===== config.mk =====
export PLATFORM = sky130hd
export DESIGN_NAME = bcd_tracker_flat
export DESIGN_NICKNAME = d
export VERILOG_FILES = /design/src/rtl/bcd_tracker_if.sv /design/src/rtl/bcd_tracker.sv /design/src/flat_wrapper.sv
export SDC_FILE = /design/constraint.sdc
export NUM_CORES = 1
export LEC_CHECK = 0
export CAP_MARGIN = 20
export CORE_ASPECT_RATIO = 0.5
export CORE_UTILIZATION = 45
export CTS_CLUSTER_SIZE = 24
export DETAILED_ROUTE_END_ITERATION = 12
export PLACE_DENSITY = 0.7
export SYNTH_ARGS = -nofsm -noshare
export SYNTH_HDL_FRONTEND = slang
export SYNTH_SLANG_ARGS = --single-unit

===== constraint.sdc =====
create_clock -name clk -period 4.1 [get_ports clk]
set_clock_uncertainty 0.05 [all_clocks]
set_input_delay 0.82 -clock clk [delete_from_list [all_inputs] [get_ports clk]]
set_output_delay 0.82 -clock clk [all_outputs]
set_load 0.01 [all_outputs]

===== src/rtl/bcd_tracker_if.sv =====
// Tempo/display bus between the speed-adjust stage and the BCD tracker.
interface bcd_tracker_if #(
  parameter int unsigned WIDTH = 8
) ();
  logic [WIDTH-1:0] bin;
  logic [31:0]      data;
  logic             busy;
  logic             done;

  // Upstream side: drives the tempo value, observes the display word.
  modport master (
    output bin,
    input  data,
    input  busy,
    input  done
  );

  // Tracker side.
  modport slave (
    input  bin,
    output data,
    output busy,
    output done
  );
endinterface


===== src/rtl/bcd_tracker.sv =====
// Tracks a binary tempo value and converts it to packed BCD with the
// shift-and-add-3 algorithm, one bit per cycle. A new conversion starts only
// when the input differs from the last captured value (or after reset), and
// the display word changes only at the end of a completed conversion.
module bcd_tracker #(
  parameter int unsigned WIDTH  = 8,
  parameter int unsigned DIGITS = 3
) (
  input logic          clk,
  input logic          rst_n,
  bcd_tracker_if.slave bus
);

  localparam int unsigned AccW = 4 * DIGITS;
  localparam int unsigned CntW = $clog2(WIDTH + 1);

  typedef enum logic [1:0] {
    StIdle,
    StShift,
    StLoad
  } state_e;

  state_e            state_q;
  logic [WIDTH-1:0]  sr_q;
  logic [WIDTH-1:0]  last_bin_q;
  logic              primed_q;
  logic [CntW-1:0]   cnt_q;
  logic [AccW-1:0]   acc_q;
  logic [AccW-1:0]   acc_adj;
  logic [31:0]       data_q;
  logic              busy_q;
  logic              done_q;

  // Add 3 to every nibble >= 5 ahead of the shift; nibbles never exceed 9,
  // so the add cannot carry into the next digit.
  always_comb begin
    acc_adj = acc_q;
    for (int i = 0; i < int'(DIGITS); i++) begin
      if (acc_q[4*i +: 4] >= 4'd5) begin
        acc_adj[4*i +: 4] = acc_q[4*i +: 4] + 4'd3;
      end
    end
  end

  // Conversion FSM with registered outputs.
  always_ff @(posedge clk or negedge rst_n) begin
    if (!rst_n) begin
      state_q    <= StIdle;
      sr_q       <= '0;
      last_bin_q <= '0;
      primed_q   <= 1'b0;
      cnt_q      <= '0;
      acc_q      <= '0;
      data_q     <= '0;
      busy_q     <= 1'b0;
      done_q     <= 1'b0;
    end else begin
      done_q <= 1'b0;
      unique case (state_q)
        StIdle: begin
          if (!primed_q || (bus.bin != last_bin_q)) begin
            sr_q       <= bus.bin;
            last_bin_q <= bus.bin;
            primed_q   <= 1'b1;
            cnt_q      <= CntW'(WIDTH);
            acc_q      <= '0;
            busy_q     <= 1'b1;
            state_q    <= StShift;
          end
        end
        StShift: begin
          acc_q <= {acc_adj[AccW-2:0], sr_q[WIDTH-1]};
          sr_q  <= sr_q << 1;
          cnt_q <= cnt_q - CntW'(1);
          if (cnt_q == CntW'(1)) begin
            state_q <= StLoad;
          end
        end
        StLoad: begin
          data_q  <= 32'(acc_q);
          done_q  <= 1'b1;
          busy_q  <= 1'b0;
          state_q <= StIdle;
        end
        default: state_q <= StIdle;
      endcase
    end
  end

  assign bus.data = data_q;
  assign bus.busy = busy_q;
  assign bus.done = done_q;

endmodule


===== src/flat_wrapper.sv =====
// flat-port wrapper written by rule: the top's interface ports become plain ports
module bcd_tracker_flat 
#(
  parameter int unsigned WIDTH  = 8,
  parameter int unsigned DIGITS = 3
)
  (clk, rst_n, bus_bin, bus_data, bus_busy, bus_done);
  bcd_tracker_if #(.WIDTH(WIDTH)) bus_i ();
  input logic clk;
  input logic rst_n;
  input wire logic [$bits(bus_i.bin)-1:0] bus_bin;
  output wire logic [$bits(bus_i.data)-1:0] bus_data;
  output wire logic [$bits(bus_i.busy)-1:0] bus_busy;
  output wire logic [$bits(bus_i.done)-1:0] bus_done;
  assign bus_i.bin = bus_bin;
  assign bus_data = bus_i.data;
  assign bus_busy = bus_i.busy;
  assign bus_done = bus_i.done;
  bcd_tracker #(.WIDTH(WIDTH), .DIGITS(DIGITS)) u_core (.clk(clk), .rst_n(rst_n), .bus(bus_i));
endmodule

==> run summary, run 1 <==
Launch point of the worst reg-to-reg path: u_core.last_bin_q[0]
FF-to-FF path depth: 4
Latency at later pin: 0.29 ns
Pin count of the biggest net entering global routing: 50
VDD IR max: 0.239 mV
Layout area overhead: 11.9%
Post-CTS repair timing setup buffer count: 0
Largest class: registers
CP arrival: 2.99 ns
Simple share: 12.8%
Pins over their slew limit: 0
Sequential Power Share: 42.8%
Power Dens Cells: 718 nW/um2
Switching Share: 38.6%
Clock-cell share of area: 2.93%
H-tree depth: 2
Log Warnings: 30
Top cells by area: dfrtp_1 49%, buf_4 6.0%, nand2_1 5.4%
CP Capture Point: u_core.cnt_q[3]
Worst Hold Class: primary input to asynchronous set/reset pin
Slowest-stage cell, CP: o41ai_4
Met1 WL: 2100 um
Synth flops: 49
Buffer share of cell area: 8.71%
Yosys cell count: 249
P_int: 1240 uW
Final hold violations: 0
Layout clock buffers: 6
Total sequential power: 864 uW
Sequential area share after synthesis: 48.8%
Hold WS: 0.320 ns
Critical path launch point: bus_bin[6]
Flop count: 49
Post-synth ARST share: 100%
Pin slew with the least headroom to its limit: 0.978 ns
Crit. path cell count: 5
Yosys top cell area share: 48.8%
Storage cell area: 1230 um2
Yosys Warn Count: 0
Non-clock buffers: 24
Met3 routed WL: 221 um
Top power group: combinational logic
Root buffer cell: clkbuf_8
Crit-path max FO: 17
Fa+ha+maj area frac: 3.98%
Crit path DRT: 4.19 ns
Tapcell count: 70
Startpoint types: primary input
Post-cts repair resize count: 0
Crit path cell chain: clkdlybuf4s50_1 > xor2_1 > or3_4 > o41ai_4 > a22oi_1
DR pass1 iterations: 5
Min cycle time layout: 2.90 ns
Relative slew slack: 34.6%
Fin Setup TNS: 0 ns
Crit share post-route: 70.7%
First-pass GRT wire length: 7580 um
Antenna Nets Post-Route: 0
Synth unique cells: 35
Fill cells: 466
Pwr Total: 2020 uW
Placed insts: 333
Status: finished clean
Share of cells above drive strength 1: 8.82%
Vias per Instance: 5.12
Post-synth top area cell: dfrtp_1
Top Layer Used: met4
HPWL after DPL: 3020 um
Multi-In Gates: 173
Final GP Congestion: 0.792
RSZ-0062 raised after global routing: no
Top cell excl fill/tap: dfrtp_1
Drt initial violations: 56
Inverters, non-clock: 18
Total CTS buffers: 5
Synth Area in XOR/XNOR: 4.53%
Fin nets: 289
DRC Markers: 0
Area fraction in compound gates after synthesis: 15.1%
Antenna diodes: 0
Setup ws final: 1.20 ns
Routed wl met2: 2060 um
Dpl cell area: 2710 um2
Cell family with most CP delay: AND-OR/OR-AND gates
Post-Layout Cell Count: 342
# rows: 18
run 1: state kept, by name, summed over array words and instances, names as in the netlist, 2 cells and up:
signal	cells
u_core.acc_q	12
u_core.bus.data	12
u_core.last_bin_q	8
u_core.sr_q	8
u_core.cnt_q	4
u_core.state_q	2
run 1: worst min path at each step:
stage                               endpoint  slack (ns)                from  cells past startpoint
after CTS                 u_core.bus.data[5]        0.44  u_core.bus.data[5]                      2
after floorplan              u_core.primed_q        0.40     u_core.primed_q                      1
after global placement    u_core.bus.data[5]        0.42  u_core.bus.data[5]                      2
final                         u_core.sr_q[3]        0.32               rst_n                      1
after detailed placement  u_core.bus.data[5]        0.42  u_core.bus.data[5]                      2
after global routing          u_core.sr_q[3]        0.32               rst_n                      1
### Signal wires on met2, run 1

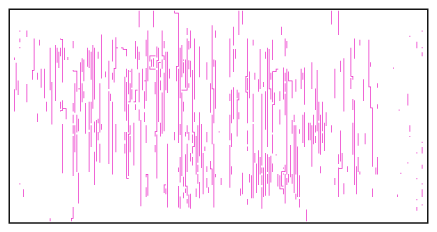
wire length on this layer: 2060 um
nets with wire on the layer: 236
drt total wl: 4420 um
Vias: 1751
met2 Use GR: 29.6%

### The metal 1 layer, run 1

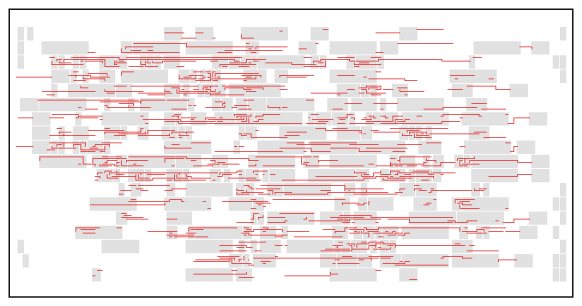
longest straight run: 23.9 um
nets with wire on the layer: 237
share of all routed wire: 47%
routing usage on met1: 21.5%

### Signal wires on met3, run 1

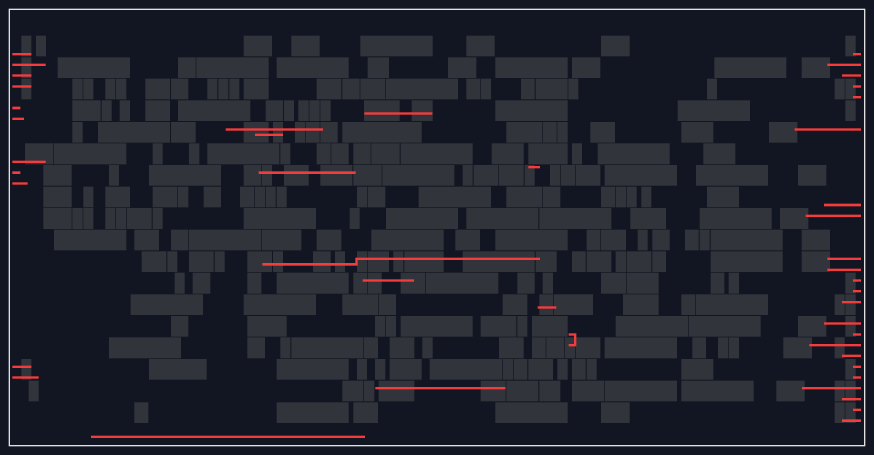
share of all routed wire: 5.0%
nets with wire on the layer: 42
met3 Resource Use GR: 4.17%

### Routing congestion, run 1

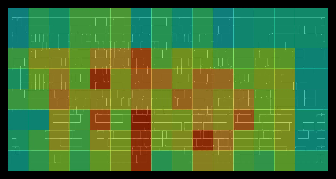
GR peak layer: met2
final cell utilization of the core: 54.6%
routed length per instance: 12.9 um

==> inputs of run 2 (changes only) <==
--- a/config.mk
+++ b/config.mk
@@ -10,7 +10,7 @@
 export CORE_UTILIZATION = 45
 export CTS_CLUSTER_SIZE = 24
 export DETAILED_ROUTE_END_ITERATION = 12
-export PLACE_DENSITY = 0.7
+export PLACE_DENSITY = 0.72
 export SYNTH_ARGS = -nofsm -noshare
 export SYNTH_HDL_FRONTEND = slang
 export SYNTH_SLANG_ARGS = --single-unit
==> constraint.sdc (replaced) <==
create_clock -name clk -period 2.55 [get_ports clk]
set_clock_uncertainty 0.05 [all_clocks]
set_input_delay 0.51 -clock clk [delete_from_list [all_inputs] [get_ports clk]]
set_output_delay 0.51 -clock clk [all_outputs]
set_load 0.01 [all_outputs]
==> run 2 against run 1 <==
  * Worst setup slack got worse by 0.77 ns
  * Clock power rose by 68%
  * Wire length rose by 0.57%
  * Largest power group unchanged
  * Flip-flop count unchanged
  * Non-clock buffer count up 5
==> run summary, run 2 <==
Routed length per instance: 12.8 um
Final hold violations: 0
Fin nets: 294
Crit. path cell count: 6
Post-Layout Cell Count: 347
Post-synth top area cell: dfrtp_1
Critical path launch point: bus_bin[0]
Die height: 54.9 um
Status: finished clean
HPWL after DPL: 3270 um
RSZ-0062 raised after global routing: no
Power Dens Cells: 1150 nW/um2
Antenna diodes: 0
Switching Share: 38.6%
Post-CTS repair timing setup buffer count: 0
Final GP Congestion: 0.763
Final cell utilization of the core: 55.4%
Fin Setup TNS: 0 ns
Fa+ha+maj area frac: 3.98%
VDD IR max: 0.409 mV
IO Count: 44
Crit path DRT: 2.66 ns
Sequential Power Share: 42.6%
Antenna Nets Post-Route: 0
Synth unique cells: 35
Share of cells above drive strength 1: 10.5%
Synth Instances: 249
Cell family with most CP delay: buffers and inverters
Total CTS buffers: 5
Lkg Pwr: 0.00137 uW
H-tree depth: 2
Setup ws final: 0.430 ns
Post-synth ARST share: 100%
Top cells by area: dfrtp_1 49%, buf_4 6.0%, nand2_1 5.4%
Fill cells: 485
Simple share: 12.8%
Top power group: combinational logic
Top cell excl fill/tap: dfrtp_1
Drt initial violations: 36
Initial antenna violation count: 0
Most frequent cell after synthesis: dfrtp_1
Launch point of the worst reg-to-reg path: u_core.last_bin_q[0]
Logic power comb: 1420 uW
Final Instance Area: 2860 um2
P_int: 2010 uW
Yosys Warn Count: 0
Yosys cell count: 249
Yosys top cell area share: 48.8%
Relative slew slack: 55.8%
Die width: 108 um
Pin count of the biggest net entering global routing: 20
Worst Hold Class: primary input to asynchronous set/reset pin
CP arrival: 2.23 ns
Crit-path max FO: 17
Min cycle time layout: 2.12 ns
Startpoint types: primary input
Dpl cell area: 2770 um2
Layout area overhead: 13.5%
FF-to-FF path depth: 5
Slowest-stage cell, CP: clkdlybuf4s50_1
Post-cts repair resize count: 0
Synth Area in XOR/XNOR: 4.53%
DRC Markers: 0
DR pass1 iterations: 4
Synth flops: 49
Log Warnings: 30
Placed insts: 339
Area fraction in compound gates after synthesis: 15.1%
First-pass GRT wire length: 7360 um
Pin slew with the least headroom to its limit: 0.661 ns
Hold WS: 0.0734 ns
Total sequential power: 1390 uW
Latency at later pin: 0.31 ns
Hold Buf Count CTS: 0
Sequential area share after synthesis: 48.8%
Crit share post-route: 83.1%
Pwr Total: 3280 uW
Root buffer cell: clkbuf_8
Type of the worst setup path: primary input to flop
CP Capture Point: u_core.cnt_q[3]
Vias per Instance: 5.09
## run 2: area by class of cell
type | count | area (um2) | area share [%]
clock inverters | 2 | 13.8 | 0.482
multi-input cells | 173 | 1100 | 38.7
clock buffers | 6 | 72.6 | 2.54
inverters | 18 | 67.6 | 2.37
well taps | 70 | 87.6 | 3.07
flip-flops and latches | 49 | 1230 | 42.9
repair buffers | 29 | 283 | 9.90
## run 2: metal layers
| metal | wire [um] | share of wire [%] | global-route usage (%) |
|---|---|---|---|
| met1 | 2150 | 48 | 21.2 |
| met2 | 2070 | 47 | 29.4 |
| met3 | 183 | 4.1 | 4.64 |
| met4 | 38 | 0.86 | 6.16 |
| met5 | 0 | 0 | 0 |
### Routing congestion, run 2

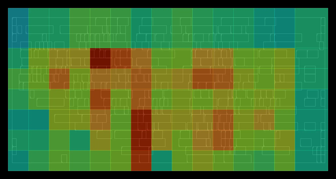
routing usage on met1: 21.2%
met2 Use GR: 29.4%
gr usage total: 17.0%

### The metal 1 layer, run 2

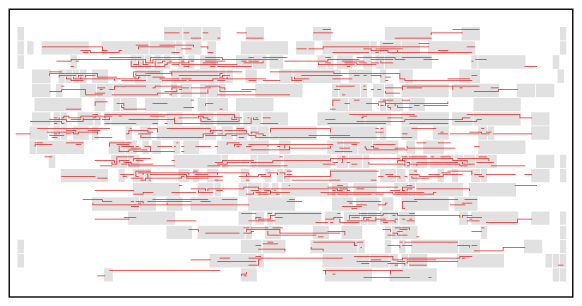
nets with wire on the layer: 245
wire length on this layer: 2150 um
longest straight run: 29.9 um
share of all routed wire: 48%
main direction: horizontal
Vias: 1767
drt total wl: 4440 um

### Signal wires on met2, run 2

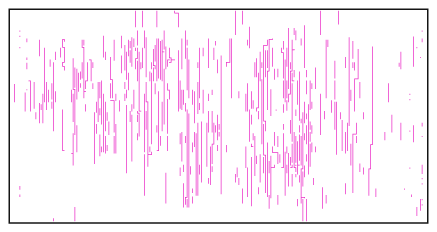
main direction: vertical
share of all routed wire: 47%
nets with wire on the layer: 252
longest straight run: 35.7 um

Power and IR drop assume default switching activity.
